## src/rtl/twiddle_seq_ctrl.sv

```systemverilog
// Frame sequencer for the twiddle multiplier: checks beat framing, drives `count` alongside din and
// delays {valid,sof,eof,idx} by LATENCY to line up with dout. Never stalls; 1 beat/clk, no backpressure.
module twiddle_seq_ctrl #(
  parameter int BEATS   = 4,
  parameter int LATENCY = 3,
  parameter int TIMEOUT = 15,
  parameter int CW      = $clog2(BEATS)
) (
  input  logic          clk,
  input  logic          rstn,
  input  logic          in_valid,
  input  logic          in_sof,
  output logic [CW-1:0] count,
  output logic          out_valid,
  output logic          out_sof,
  output logic          out_eof,
  output logic [CW-1:0] out_idx,
  output logic          busy,
  output logic          err_sof,
  output logic          err_orphan,
  output logic          err_timeout
);

  localparam int GW = $clog2(TIMEOUT + 1);

  typedef enum logic {IDLE, RUN} state_t;

  typedef struct packed {
    logic          vld;
    logic          sof;
    logic          eof;
    logic [CW-1:0] idx;
  } stage_t;

  state_t        state;
  logic [CW-1:0] beat_cnt;
  logic [GW-1:0] gap_cnt;
  stage_t        push;
  stage_t        pipe [LATENCY];

  assign count = (in_valid && in_sof) ? '0 : beat_cnt;
  assign busy  = (state == RUN);

  // A sof always restarts a frame; a plain beat is only accepted inside a running frame.
  always_comb begin
    push = '0;
    if (in_valid) begin
      if (in_sof) begin
        push.vld = 1'b1;
        push.sof = 1'b1;
        push.eof = (BEATS == 1);
      end else if (state == RUN) begin
        push.vld = 1'b1;
        push.eof = (beat_cnt == CW'(BEATS - 1));
        push.idx = beat_cnt;
      end
    end
  end

  always_ff @(posedge clk or negedge rstn) begin
    if (!rstn) begin
      state       <= IDLE;
      beat_cnt    <= '0;
      gap_cnt     <= '0;
      err_sof     <= 1'b0;
      err_orphan  <= 1'b0;
      err_timeout <= 1'b0;
    end else begin
      err_sof     <= 1'b0;
      err_orphan  <= 1'b0;
      err_timeout <= 1'b0;
      case (state)
        IDLE: begin
          if (in_valid) begin
            if (in_sof) begin
              beat_cnt <= (BEATS == 1) ? '0 : CW'(1);
              gap_cnt  <= '0;
              state    <= (BEATS == 1) ? IDLE : RUN;
            end else begin
              err_orphan <= 1'b1;
            end
          end
        end
        RUN: begin
          if (in_valid) begin
            gap_cnt <= '0;
            if (in_sof) begin
              err_sof  <= 1'b1;
              beat_cnt <= CW'(1);
            end else if (beat_cnt == CW'(BEATS - 1)) begin
              beat_cnt <= '0;
              state    <= IDLE;
            end else begin
              beat_cnt <= beat_cnt + CW'(1);
            end
          end else if (gap_cnt == GW'(TIMEOUT - 1)) begin
            // The idle cycle that brings the gap to TIMEOUT aborts the frame.
            err_timeout <= 1'b1;
            beat_cnt    <= '0;
            gap_cnt     <= '0;
            state       <= IDLE;
          end else begin
            gap_cnt <= gap_cnt + GW'(1);
          end
        end
        default: state <= IDLE;
      endcase
    end
  end

  // The multiplier has no enable, so the side pipe shifts unconditionally.
  always_ff @(posedge clk or negedge rstn) begin
    if (!rstn) begin
      for (int i = 0; i < LATENCY; i++) pipe[i] <= '0;
    end else begin
      pipe[0] <= push;
      for (int i = 1; i < LATENCY; i++) pipe[i] <= pipe[i-1];
    end
  end

  assign out_valid = pipe[LATENCY-1].vld;
  assign out_sof   = pipe[LATENCY-1].vld & pipe[LATENCY-1].sof;
  assign out_eof   = pipe[LATENCY-1].vld & pipe[LATENCY-1].eof;
  assign out_idx   = pipe[LATENCY-1].vld ? pipe[LATENCY-1].idx : '0;

endmodule

```

## config.mk

```make
export PLATFORM = sky130hd
export DESIGN_NAME = twiddle_seq_ctrl
export DESIGN_NICKNAME = d
export VERILOG_FILES = /design/src/rtl/twiddle_seq_ctrl.sv
export SDC_FILE = /design/constraint.sdc
export NUM_CORES = 1
export LEC_CHECK = 0
export CORE_MARGIN = 8
export CORE_UTILIZATION = 50
export CTS_CLUSTER_SIZE = 30
export DETAILED_ROUTE_END_ITERATION = 16
export PLACE_DENSITY = 0.81
export SYNTH_ARGS = -nofsm -noshare
export SYNTH_HDL_FRONTEND = slang
export SYNTH_SLANG_ARGS = --single-unit
```

## constraint.sdc

```tcl
create_clock -name clk -period 3 [get_ports clk]
set_input_delay 0.9 -clock clk [delete_from_list [all_inputs] [get_ports clk]]
set_output_delay 0.9 -clock clk [all_outputs]
set_load 0.02 [all_outputs]
```

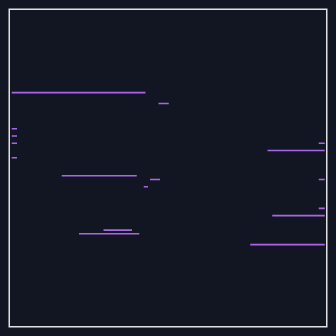
(metal 3)
The longest straight run is 24.8 µm. 15 nets have wire on it. The layer carries 97.0 µm of wire. The wires run mostly horizontal.

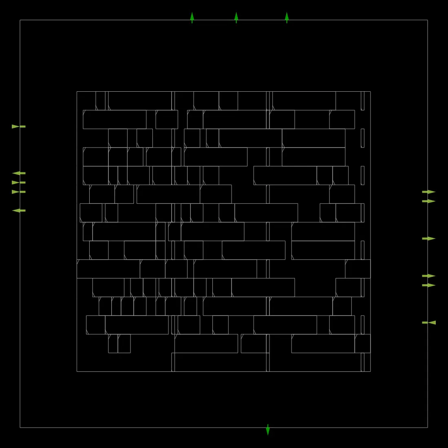
(placement view)
core area: 1750 µm²
flop share of the area: 0.540
final instance count without filler cells: 122
Final Util: 0.664

==> flow_summary_export.csv <==
group,metric,value,unit
outcome,status,"finished clean",
sta,setup_tns,0,ps
synthesis,yosysWarnings,0,
clocking,clkSinkCount,25,
layout,insertedDiodeCount,0,
synthesis,logic_family,"simple AND/OR/NAND/NOR gates",
synthesis,synth_top_area_share,0.665,
place,dpl_cell_area,1130,µm²
die,rows,15,
route,drtIter0Drc,14,
route,topRoutingLayerUsed,"met4",
pwr,seqPwrFrac,0.593,
pwr,p_int,0.000495,W
route,wl_per_cell,13.6,µm
layout,flops,25,
layout,bufAreaShareNonClock,0.145,
sta,slew_violations,0,
sta,setup-violations-final,0,
clocking,clockRootBuffer,"clkbuf_4",
min_path,hold_path.startpoint,"pipe[9]$_DFF_PN0_",
place,gp_congestion,0.766,
global_routing,gr-total-overflow,0,
synthesis,aoi_share,0.0758,
synthesis,synthCells,77,
pwr,top_power_group,"registers",
pwr,p_sw_frac,0.304,
die,die_h,59.4,µm
die,fp_util,0.539,
route,via_per_inst,5.25,
layout,layout_top_cells,"dfrtp_1 (25), clkdlybuf4s50_1 (12), and2_1 (7), nand3_1 (7), nor2_1 (5)",
layout,nets,105,
synthesis,async_flop_share,1.00,
job,drv_cap,0,
global_routing,met1_usage,0.127,
pwr,powerDensity,613,nW/µm²
worst_setup_path,slowest_delay,470,ps
synthesis,area_leaders,"dfrtp_1 (66%), and2_1 (4.7%), ha_1 (4.0%)",
sta,slew_headroom,0.726,
global_routing,grt_pass1_wl,2.90,mm
clocking,cts_tree,"yes",
synthesis,mux_share,0,
layout,nNonClkInverters,3,
sta,fin_hold_ws,366,ps
pwr,pg_seq,0.000421,W
synthesis,yosys-top-cells-count,"dfrtp_1 (25), and2_1 (7), nand3_1 (7), nor2_1 (5), o21ai_0 (4)",
synthesis,ys_area,941,µm²
layout,syn_to_final_growth,23.1,%
synthesis,yosysTopAreaCell,"dfrtp_1",
pwr,p_clk,0.000148,W
sta,worst_pin_slew,411,ps
pwr,p_leak,0.578,nW
worst_setup_path,critical_path_buf_inv_count,2,
worst_setup_path,worst-path-max-fanout,3,
clocking,cts_made_buffers,3,
job,warnings,27,
route,drcViolationCount,0,
global_routing,antenna_found_initial,0,
synthesis,yosysUniqueCellTypes,24,
layout,mostFrequentLayoutCell,"dfrtp_1",
worst_setup_path,start_kind,"input pin",
route,first_pass_iters,4,
clocking,cts_buffer_depth,2,
route,wl_met2,852,µm
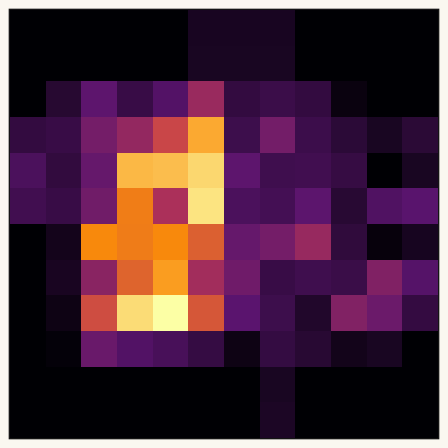
(signal metal coverage by tile)
The die is cut into 12 by 12 equal tiles; black is low, pale yellow is high, scaled to the fullest tile. Values are wire area over tile area, all layers added.
The fullest tile reaches 0.40. The mean over all tiles is 0.075. 35% of the tiles are nearly empty.

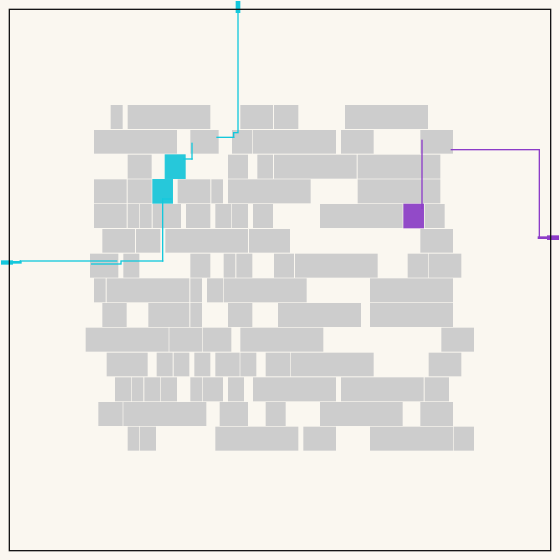
(wires at chosen ports, followed through buffers)
Key: out_sof = purple [bits 1, direction output, edge right, end cells 1, buffers 1, wire 27.6 µm]; count = cyan [bits 2, direction output, edge 1 top, 1 left, end cells 2, buffers 2, wire 46.0 µm]
IO Port Bufs: 14
Ports: 15

[registers in the layout, summed over array words and instances (netlist names)]
name	cells
pipe	14
gap_cnt	4
beat_cnt	2
busy	1
err_orphan	1
err_sof	1
err_timeout	1
out_valid	1
[worst paths after layout]
path / end / slack [ps] / cells past startpoint
max reg2reg: beat_cnt[0]$_DFFE_PN0P_ / 1580 / 5
max: count[1] / 170 / 4
min reg2reg: out_valid$_DFF_PN0_ / 370 / 0
min: out_valid$_DFF_PN0_ / 370 / 0
min in group asynchronous: pipe[7]$_DFF_PN0_ / 930 / 2
max in group asynchronous: pipe[8]$_DFF_PN0_ / 1840 / 2
[timing repair]
item / 4_1_cts / 5_1_grt
setup buffers: 0 / 0
endpoints found under the setup margin: 2 / 0
gates resized: 2 / 0
hold buffers: 0 / 0
Power and IR drop assume default switching activity.
